Placement view:
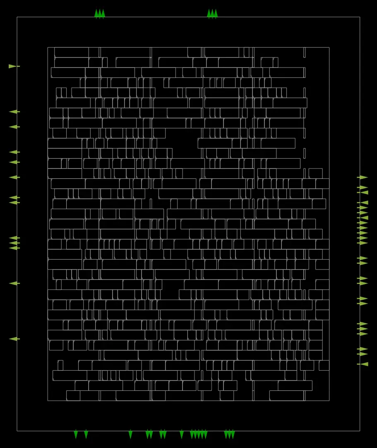
Logic cells by family:
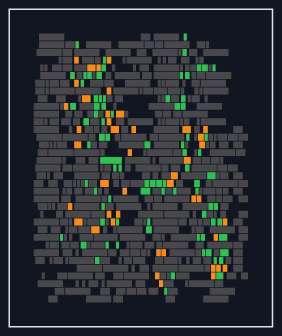
Signal wires on met2:
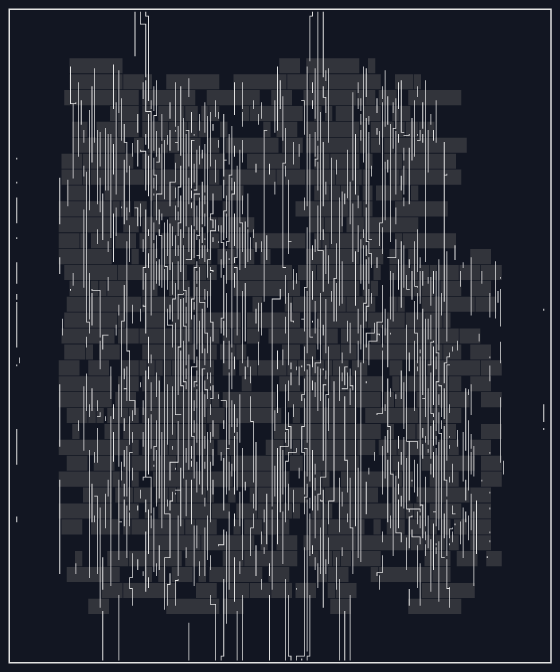
Cells coloured by class:
Scale bar: 20 um.
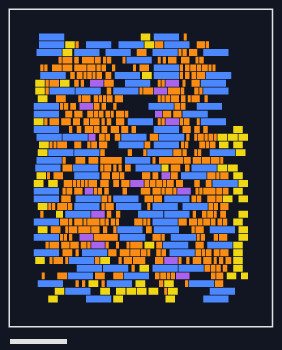
Clock network drawn from the DEF:
Scale bar: 20 um.
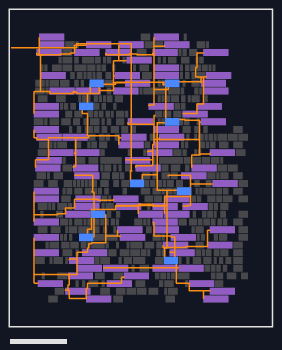
==> src/rtl/depthwise_layer_sequencer_pkg.sv <==
// Shared types and default geometry for the depthwise layer sequencer.
// Holds the FSM state encoding and the default frame/timeout constants.
package depthwise_layer_sequencer_pkg;

  localparam int DEFAULT_IMG_WIDHT     = 44;
  localparam int DEFAULT_IMG_HEIGHT    = 44;
  localparam int DEFAULT_ADDR_W        = 12;
  localparam int DEFAULT_DRAIN_TIMEOUT = 4096;

  typedef enum logic [2:0] {
    IDLE  = 3'd0,
    FEED  = 3'd1,
    DRAIN = 3'd2,
    DONE  = 3'd3,
    ERR   = 3'd4
  } state_e;

endpackage

==> src/rtl/depthwise_layer_sequencer_if.sv <==
// Control, source-read, datapath-valid and destination-write signals of the sequencer.
// The sequencer uses the slave view; whoever drives start/pause/conv_valid_out uses master.
interface depthwise_layer_sequencer_if #(
  parameter int ADDR_W = 12
);
  logic              start;
  logic              pause;
  logic              src_rd_en;
  logic [ADDR_W-1:0] src_rd_addr;
  logic              conv_valid_in;
  logic              conv_valid_out;
  logic              dst_wr_en;
  logic [ADDR_W-1:0] dst_wr_addr;
  logic [ADDR_W-1:0] cur_row;
  logic [ADDR_W-1:0] cur_col;
  logic              busy;
  logic              done;
  logic              err_timeout;

  modport master (
    output start, pause, conv_valid_out,
    input  src_rd_en, src_rd_addr, conv_valid_in, dst_wr_en, dst_wr_addr,
    input  cur_row, cur_col, busy, done, err_timeout
  );

  modport slave (
    input  start, pause, conv_valid_out,
    output src_rd_en, src_rd_addr, conv_valid_in, dst_wr_en, dst_wr_addr,
    output cur_row, cur_col, busy, done, err_timeout
  );
endinterface

==> src/rtl/depthwise_layer_sequencer_raster_pos_counter.sv <==
// Raster row/column tracker: row_o/col_o report the pixel of the most recent read,
// while an internal pointer holds the position the next read will fetch.
module raster_pos_counter #(
  parameter int WIDTH  = 44,
  parameter int HEIGHT = 44,
  parameter int ADDR_W = 12
) (
  input  logic              clk_i,
  input  logic              rst_ni,
  input  logic              en_i,
  input  logic              clr_i,
  output logic [ADDR_W-1:0] row_o,
  output logic [ADDR_W-1:0] col_o
);
  localparam logic [ADDR_W-1:0] COL_LAST = ADDR_W'(WIDTH - 1);
  localparam logic [ADDR_W-1:0] ROW_LAST = ADDR_W'(HEIGHT - 1);

  logic [ADDR_W-1:0] nxt_row_q, nxt_row_d, nxt_col_q, nxt_col_d;
  logic [ADDR_W-1:0] row_q, row_d, col_q, col_d;

  always_comb begin
    nxt_row_d = nxt_row_q;
    nxt_col_d = nxt_col_q;
    row_d     = row_q;
    col_d     = col_q;
    if (clr_i) begin
      nxt_row_d = '0;
      nxt_col_d = '0;
      row_d     = '0;
      col_d     = '0;
    end else if (en_i) begin
      row_d = nxt_row_q;
      col_d = nxt_col_q;
      if (nxt_col_q == COL_LAST) begin
        nxt_col_d = '0;
        nxt_row_d = (nxt_row_q == ROW_LAST) ? '0 : nxt_row_q + 1'b1;
      end else begin
        nxt_col_d = nxt_col_q + 1'b1;
      end
    end
  end

  always_ff @(posedge clk_i or negedge rst_ni) begin
    if (!rst_ni) begin
      nxt_row_q <= '0;
      nxt_col_q <= '0;
      row_q     <= '0;
      col_q     <= '0;
    end else begin
      nxt_row_q <= nxt_row_d;
      nxt_col_q <= nxt_col_d;
      row_q     <= row_d;
      col_q     <= col_d;
    end
  end

  assign row_o = row_q;
  assign col_o = col_q;
endmodule

==> src/rtl/depthwise_layer_sequencer.sv <==
// Frame sequencer for the 16-channel depthwise datapath: streams a frame out of the
// source buffer in raster order and counts datapath results into the destination buffer.
module depthwise_layer_sequencer
  import depthwise_layer_sequencer_pkg::*;
#(
  parameter int IMG_WIDHT     = DEFAULT_IMG_WIDHT,
  parameter int IMG_HEIGHT    = DEFAULT_IMG_HEIGHT,
  parameter int ADDR_W        = DEFAULT_ADDR_W,
  parameter int DRAIN_TIMEOUT = DEFAULT_DRAIN_TIMEOUT
) (
  input logic                        clk_i,
  input logic                        rst_ni,
  depthwise_layer_sequencer_if.slave bus_io
);
  localparam int                N        = IMG_WIDHT * IMG_HEIGHT;
  localparam int                TO_W     = $clog2(DRAIN_TIMEOUT + 1);
  localparam logic [ADDR_W-1:0] LAST_IDX = ADDR_W'(N - 1);
  localparam logic [TO_W-1:0]   TO_LAST  = TO_W'(DRAIN_TIMEOUT - 1);

  state_e            state_q, state_d;
  logic [ADDR_W-1:0] rd_cnt_q, rd_cnt_d, wr_cnt_q, wr_cnt_d;
  logic [TO_W-1:0]   to_cnt_q, to_cnt_d;
  logic              cvi_q, err_q, err_d;
  logic              clr, in_run, rd_en, wr_en, last_rd, last_wr;

  assign in_run  = (state_q == FEED) || (state_q == DRAIN);
  assign rd_en   = (state_q == FEED) && !bus_io.pause;
  assign wr_en   = in_run && bus_io.conv_valid_out;
  assign last_rd = rd_en && (rd_cnt_q == LAST_IDX);
  assign last_wr = wr_en && (wr_cnt_q == LAST_IDX);

  always_comb begin
    state_d = state_q;
    err_d   = err_q;
    clr     = 1'b0;
    case (state_q)
      IDLE: if (bus_io.start) begin
        state_d = FEED;
        clr     = 1'b1;
      end
      // Zero-latency datapaths can retire the last result alongside the last read.
      FEED: if (last_rd) state_d = last_wr ? DONE : DRAIN;
      DRAIN: begin
        if (last_wr) begin
          state_d = DONE;
        end else if (!bus_io.conv_valid_out && (to_cnt_q == TO_LAST)) begin
          state_d = ERR;
          err_d   = 1'b1;
        end
      end
      DONE: state_d = IDLE;
      ERR: if (bus_io.start) begin
        state_d = FEED;
        clr     = 1'b1;
        err_d   = 1'b0;
      end
      default: state_d = IDLE;
    endcase
  end

  // The timeout counter idles at zero outside DRAIN, so entering DRAIN starts it cleared.
  always_comb begin
    rd_cnt_d = rd_cnt_q;
    wr_cnt_d = wr_cnt_q;
    to_cnt_d = '0;
    if (clr) begin
      rd_cnt_d = '0;
      wr_cnt_d = '0;
    end else begin
      if (rd_en) rd_cnt_d = rd_cnt_q + 1'b1;
      if (wr_en) wr_cnt_d = wr_cnt_q + 1'b1;
      if ((state_q == DRAIN) && !bus_io.conv_valid_out) to_cnt_d = to_cnt_q + 1'b1;
    end
  end

  always_ff @(posedge clk_i or negedge rst_ni) begin
    if (!rst_ni) begin
      state_q  <= IDLE;
      rd_cnt_q <= '0;
      wr_cnt_q <= '0;
      to_cnt_q <= '0;
      cvi_q    <= 1'b0;
      err_q    <= 1'b0;
    end else begin
      state_q  <= state_d;
      rd_cnt_q <= rd_cnt_d;
      wr_cnt_q <= wr_cnt_d;
      to_cnt_q <= to_cnt_d;
      cvi_q    <= rd_en;
      err_q    <= err_d;
    end
  end

  raster_pos_counter #(
    .WIDTH  (IMG_WIDHT),
    .HEIGHT (IMG_HEIGHT),
    .ADDR_W (ADDR_W)
  ) u_pos (
    .clk_i  (clk_i),
    .rst_ni (rst_ni),
    .en_i   (rd_en),
    .clr_i  (clr),
    .row_o  (bus_io.cur_row),
    .col_o  (bus_io.cur_col)
  );

  assign bus_io.src_rd_en     = rd_en;
  assign bus_io.src_rd_addr   = rd_cnt_q;
  assign bus_io.conv_valid_in = cvi_q;
  assign bus_io.dst_wr_en     = wr_en;
  assign bus_io.dst_wr_addr   = wr_cnt_q;
  assign bus_io.busy          = in_run;
  assign bus_io.done          = (state_q == DONE);
  assign bus_io.err_timeout   = err_q;
endmodule

==> src/flat_wrapper.sv <==
// flat-port wrapper written by rule: the top's interface ports become plain ports
module depthwise_layer_sequencer_flat import depthwise_layer_sequencer_pkg::*;
#(
  parameter int IMG_WIDHT     = DEFAULT_IMG_WIDHT,
  parameter int IMG_HEIGHT    = DEFAULT_IMG_HEIGHT,
  parameter int ADDR_W        = DEFAULT_ADDR_W,
  parameter int DRAIN_TIMEOUT = DEFAULT_DRAIN_TIMEOUT
)
  (clk_i, rst_ni, bus_io_start, bus_io_pause, bus_io_conv_valid_out, bus_io_src_rd_en, bus_io_src_rd_addr, bus_io_conv_valid_in, bus_io_dst_wr_en, bus_io_dst_wr_addr, bus_io_cur_row, bus_io_cur_col, bus_io_busy, bus_io_done, bus_io_err_timeout);
  depthwise_layer_sequencer_if #(.ADDR_W(ADDR_W)) bus_io_i ();
  input logic clk_i;
  input logic rst_ni;
  input wire logic [$bits(bus_io_i.start)-1:0] bus_io_start;
  input wire logic [$bits(bus_io_i.pause)-1:0] bus_io_pause;
  input wire logic [$bits(bus_io_i.conv_valid_out)-1:0] bus_io_conv_valid_out;
  output wire logic [$bits(bus_io_i.src_rd_en)-1:0] bus_io_src_rd_en;
  output wire logic [$bits(bus_io_i.src_rd_addr)-1:0] bus_io_src_rd_addr;
  output wire logic [$bits(bus_io_i.conv_valid_in)-1:0] bus_io_conv_valid_in;
  output wire logic [$bits(bus_io_i.dst_wr_en)-1:0] bus_io_dst_wr_en;
  output wire logic [$bits(bus_io_i.dst_wr_addr)-1:0] bus_io_dst_wr_addr;
  output wire logic [$bits(bus_io_i.cur_row)-1:0] bus_io_cur_row;
  output wire logic [$bits(bus_io_i.cur_col)-1:0] bus_io_cur_col;
  output wire logic [$bits(bus_io_i.busy)-1:0] bus_io_busy;
  output wire logic [$bits(bus_io_i.done)-1:0] bus_io_done;
  output wire logic [$bits(bus_io_i.err_timeout)-1:0] bus_io_err_timeout;
  assign bus_io_i.start = bus_io_start;
  assign bus_io_i.pause = bus_io_pause;
  assign bus_io_i.conv_valid_out = bus_io_conv_valid_out;
  assign bus_io_src_rd_en = bus_io_i.src_rd_en;
  assign bus_io_src_rd_addr = bus_io_i.src_rd_addr;
  assign bus_io_conv_valid_in = bus_io_i.conv_valid_in;
  assign bus_io_dst_wr_en = bus_io_i.dst_wr_en;
  assign bus_io_dst_wr_addr = bus_io_i.dst_wr_addr;
  assign bus_io_cur_row = bus_io_i.cur_row;
  assign bus_io_cur_col = bus_io_i.cur_col;
  assign bus_io_busy = bus_io_i.busy;
  assign bus_io_done = bus_io_i.done;
  assign bus_io_err_timeout = bus_io_i.err_timeout;
  depthwise_layer_sequencer #(.IMG_WIDHT(IMG_WIDHT), .IMG_HEIGHT(IMG_HEIGHT), .ADDR_W(ADDR_W), .DRAIN_TIMEOUT(DRAIN_TIMEOUT)) u_core (.clk_i(clk_i), .rst_ni(rst_ni), .bus_io(bus_io_i));
endmodule
==> config.mk <==
export PLATFORM = sky130hd
export DESIGN_NAME = depthwise_layer_sequencer_flat
export DESIGN_NICKNAME = d
export VERILOG_FILES = /design/src/rtl/depthwise_layer_sequencer_pkg.sv /design/src/rtl/depthwise_layer_sequencer_if.sv /design/src/rtl/depthwise_layer_sequencer_raster_pos_counter.sv /design/src/rtl/depthwise_layer_sequencer.sv /design/src/flat_wrapper.sv
export SDC_FILE = /design/constraint.sdc
export NUM_CORES = 1
export LEC_CHECK = 0
export ABC_AREA = 0
export CORE_ASPECT_RATIO = 1.25
export CORE_MARGIN = 8
export CORE_UTILIZATION = 62
export CTS_BUF_LIST = sky130_fd_sc_hd__clkbuf_8
export DETAILED_ROUTE_END_ITERATION = 6
export MAX_ROUTING_LAYER = met4
export PLACE_DENSITY = 0.84
export SYNTH_ARGS = -nofsm -noshare
export SYNTH_HDL_FRONTEND = slang
export SYNTH_HIERARCHICAL = 1
export SYNTH_SLANG_ARGS = --single-unit
==> constraint.sdc <==
create_clock -name clk_i -period 4.5 [get_ports clk_i]
set_input_delay 0.675 -clock clk_i [delete_from_list [all_inputs] [get_ports clk_i]]
set_output_delay 0.675 -clock clk_i [all_outputs]
set_load 0.02 [all_outputs]
==> metrics.csv <==
stage;metric;value;unit
detailed_routing;DRC;0;
final_timing;hold slack;509;ps
global_route;Tot GR Track Use;0.203;
synthesis;top comb family, area;simple AND/OR/NAND/NOR gates;
place;Setup WS pre-CTS;1340;ps
final_layout;Top class by area;registers;
synthesis;yosys xor share;0.0716;
final_timing;Max Clk Rate;317;MHz
pwr;sequential power share;0.474;
final_layout;post-layout util;0.740;
synthesis;Post-Synth Adder-Cell Area;0.0193;
final_timing;Tcrit/Tclk final;0.701;
synthesis;Yosys chip area;4530;um2
synthesis;Simple-Gate Area Share;0.260;
final_layout;Commonest Layout Cell;dfrtp_1;
cts;Post-CTS Hold Fix Bufs;0;
cts;CTS tree;built;
final_layout;buffer share of cell area;0.111;
floorplanning;FP Util;0.627;
detailed_routing;drt wl/cell;16.7;um
global_route;gr ovfl total;0;
pwr;overall power;0.00216;W
synthesis;Synthesized Nets;470;
cts;Max Buffers Root-to-Sink;2;
synthesis;Post-synth EDFFs;0;
final_layout;number of logic gates;339;
detailed_routing;Routed Wire Length;10200;um
final_timing;RSZ-0062 raised after global routing;false;
cts;maximum level of the CTS H-tree;3;
final_layout;diode count;0;
synthesis;flops & latches, synth;90;
final_layout;layout cells sized above 1;0.0541;
synthesis;cells in synth_stat.txt;458;
synthesis;mapped cell area;4530;um2
run;Max Cap Viol;0;
setup_path;CP startpoint;bus_io_pause;
synthesis;Syn Area/Cell;9.89;um2
floorplanning;die area;10300;um2
setup_path;R2R setup slack;1840;ps
place;DPL Wire Length;6870;um
synthesis;mux cell area share after synthesis;0.0575;
final_timing;Slew @ Worst Pin;1110;ps
synthesis;Yosys cell types;51;
detailed_routing;vias;3687;
cts;TritonCTS buffer count;9;
final_timing;# setup viols final;0;
run;Log Warnings;28;
cts;clk slew on worst S/H paths;90;ps
setup_path;crit end category;output pin;
pwr;Comb. pwr;0.000598;W
final_layout;clock buffer count;12;
cts;clk root buf;clkbuf_8;
synthesis;Yosys warning count;6;
worst_hold_path;HP Class;input port to async pin;
final_timing;fin worst setup slack;1340;ps
place;Post-Place Cell Area;5150;um2
final_layout;post-route cell area;5350;um2
final_timing;Post-Route Setup TNS;0;ps
final_layout;Gate Area;2140;um2
synthesis;share of async-settable or async-resettable flops after synthesis;1.00;
pwr;switching part of the total;0.348;
floorplanning;Rows;35;
final_timing;fin crit period;3160;ps
final_layout;Final nets;525;
floorplanning;well tap count;92;
floorplanning;IO Count;59;
pwr;Comb power frac;0.277;
final_layout;combinational share of cell area;0.401;
final_layout;final-layout clock-cell area share;0.0370;
pwr;pwr dens;403;nW/um2
synthesis;sequential fraction of the synthesis area;0.497;
pwr;Power Clock;0.000537;W
global_route;initial antenna violation count;0;
synthesis;Complex Gates by Area;0.0647;
global_route;global-route wire length before repair;16900;um
pwr;heaviest power group;sequential cells;
cts;post-CTS setup buffers;0;
final_timing;max_slew headroom;0.260;
setup_path;Reg-to-Reg End;u_core/u_pos/nxt_col_q[9]$_DFFE_PN0P_;
final_timing;max-slew violation count;0;
status;outcome;complete, no violations;
final_timing;final count of hold timing violations;0;
setup_path;Req. time, crit path;3830;ps
final_layout;Top cells excl fill/tap;dfrtp_1 (90), nor2_1 (75), clkdlybuf4s50_1 (57), nand2_1 (35);
global_route;number of global-route vias before repair;3536;
place;Placed Cells;594;
detailed_routing;Starting DRT DRC Count;278;
global_route;largest net degree at the start of global routing;91;
detailed_routing;via density per instance;6.04;
setup_path;Critical Path AT;2480;ps
final_layout;Non-clk bufs;60;
final_layout;area delta synth->final;18.2;%
pwr;Seq. pwr;0.00102;W
pwr;internal power;0.00140;W
synthesis;Main synth FF type;dfrtp_1;
final_layout;Logic inverters;13;
setup_path;Critical Path End;bus_io_src_rd_en;
synthesis;Mapped Cells;458;
place;Buffers on Ports;58;
setup_path;Setup crit start kind;input port;
setup_path;Crit Path Max Fanout;27;
setup_path;Reg2Reg Depth;7;
floorplanning;die height;112;um
final_layout;non-filler instance count after layout;610;
cts;CTS Sinks;90;
cts;clk latency late pin;350;ps
place;RePlAce Congestion;0.859;
setup_path;reg-to-reg startpoint;u_core/state_q[1]$_DFFE_PN0P_;
detailed_routing;number of routed nets with antenna violations;0;
final_timing;Layout Skew;9.08;ps
final_layout;Flop area;2250;um2
pwr;maximum vdd ir drop;0.000271;V
detailed_routing;DRT Pass-1 Iters;5;
pwr;P_sw;0.000751;W
setup_path;Crit Path Category;input port to output pin;
cts;Post-CTS Resized;0;
floorplanning;die width;92.4;um
pwr;leak pwr;2.27;nW
pwr;Clk pwr share;0.249;
Notes on 'placement view' above:
Fillers: 489
Seq cells: 90
core area: 7230 um2
Seq/total area: 0.421

Notes on 'logic cells by family' above:
- inverting AOI/OAI gates: orange (cells 43)
- NAND gates: green (cells 81)

Notes on 'signal wires on met2' above:
- share of all routed wire: 51%
- longest straight run: 41.8 um
- wire length on this layer: 5160 um
- main direction: vertical

Notes on 'cells coloured by class' above:
- clock drivers and dummy loads: purple (cells 16; share of their area 3.8%)
- all other logic: orange (cells 352; share of their area 42%)
- other buffers and delay cells: yellow (cells 60; share of their area 11%)
- flip-flops: blue (cells 90; share of their area 43%)

Notes on 'clock network drawn from the DEF' above:
- clock wires: orange (length 1010 um)
- flip-flops: purple (count 90)
- cells driving clock nets: blue (count 9)
- routed clock nets: 10
- flops lie: all over the die

[registers in the layout (all words and copies together), names as in the netlist]
register                     flops
u_core/u_pos/row_o              12
u_core/u_pos/nxt_row_q          12
u_core/bus_io.src_rd_addr       12
u_core/bus_io.err_timeout        1
u_core/state_q                   3
u_core/u_pos/nxt_col_q          12
u_core/u_pos/col_o              12
u_core/bus_io.dst_wr_addr       12
u_core/bus_io.conv_valid_in      1
u_core/to_cnt_q                 13
[cell usage after synthesis, types with 2 or more instances]
cell        n  area [um2]
or3b_1      2        17.5
ha_1        7        87.6
nand4_1    13        81.3
a21oi_1    15        75.1
nor4b_1     4        35.0
mux2i_1    26         260
or4_1       4        30.0
and4_1      5        43.8
and3_1      6        37.5
nor3_1     12        60.1
xnor2_1    26         228
o32ai_1     3        26.3
buf_1       3        11.3
or3_1       7        43.8
inv_1      12        45.0
nand2_1    35         131
o21ai_0    14        70.1
buf_2       4        20.0
xor2_1     11        96.3
nand4b_1    3        26.3
o31ai_1     2        15.0
o2111ai_1   3        26.3
nor2_1     75         282
clkbuf_1    6        22.5
dfrtp_1    90        2250
nor4b_4     2        47.6
o211ai_1    2        15.0
nor3b_1     2        15.0
and2_1      6        37.5
a31oi_1     2        12.5
nor4_1     10        62.6
buf_6       2        22.5
nand3_1    26         130
[routing by layer]
layer | wire length, um | track usage
met1 | 4230 | 0.243
met2 | 5160 | 0.326
met3 | 610 | 0.0471
met4 | 166 | 0.0776
met5 | 0 | -
[cell families after synthesis]
family	after synthesis
AND/OR/NAND/NOR	222
AND-OR/OR-AND	47
buffers and inverters	29
adder cells (fa/ha/maj)	7
flip-flops	90
multiplexers	26
XOR/XNOR	37
[worst max-delay path, stage by stage]
cell and delay, ps:
clkdlybuf4s50_1 480, nor4b_4 220, buf_4 400, clkdlybuf4s50_1 690
No activity file was given, so power comes from the tool's default toggle rates.
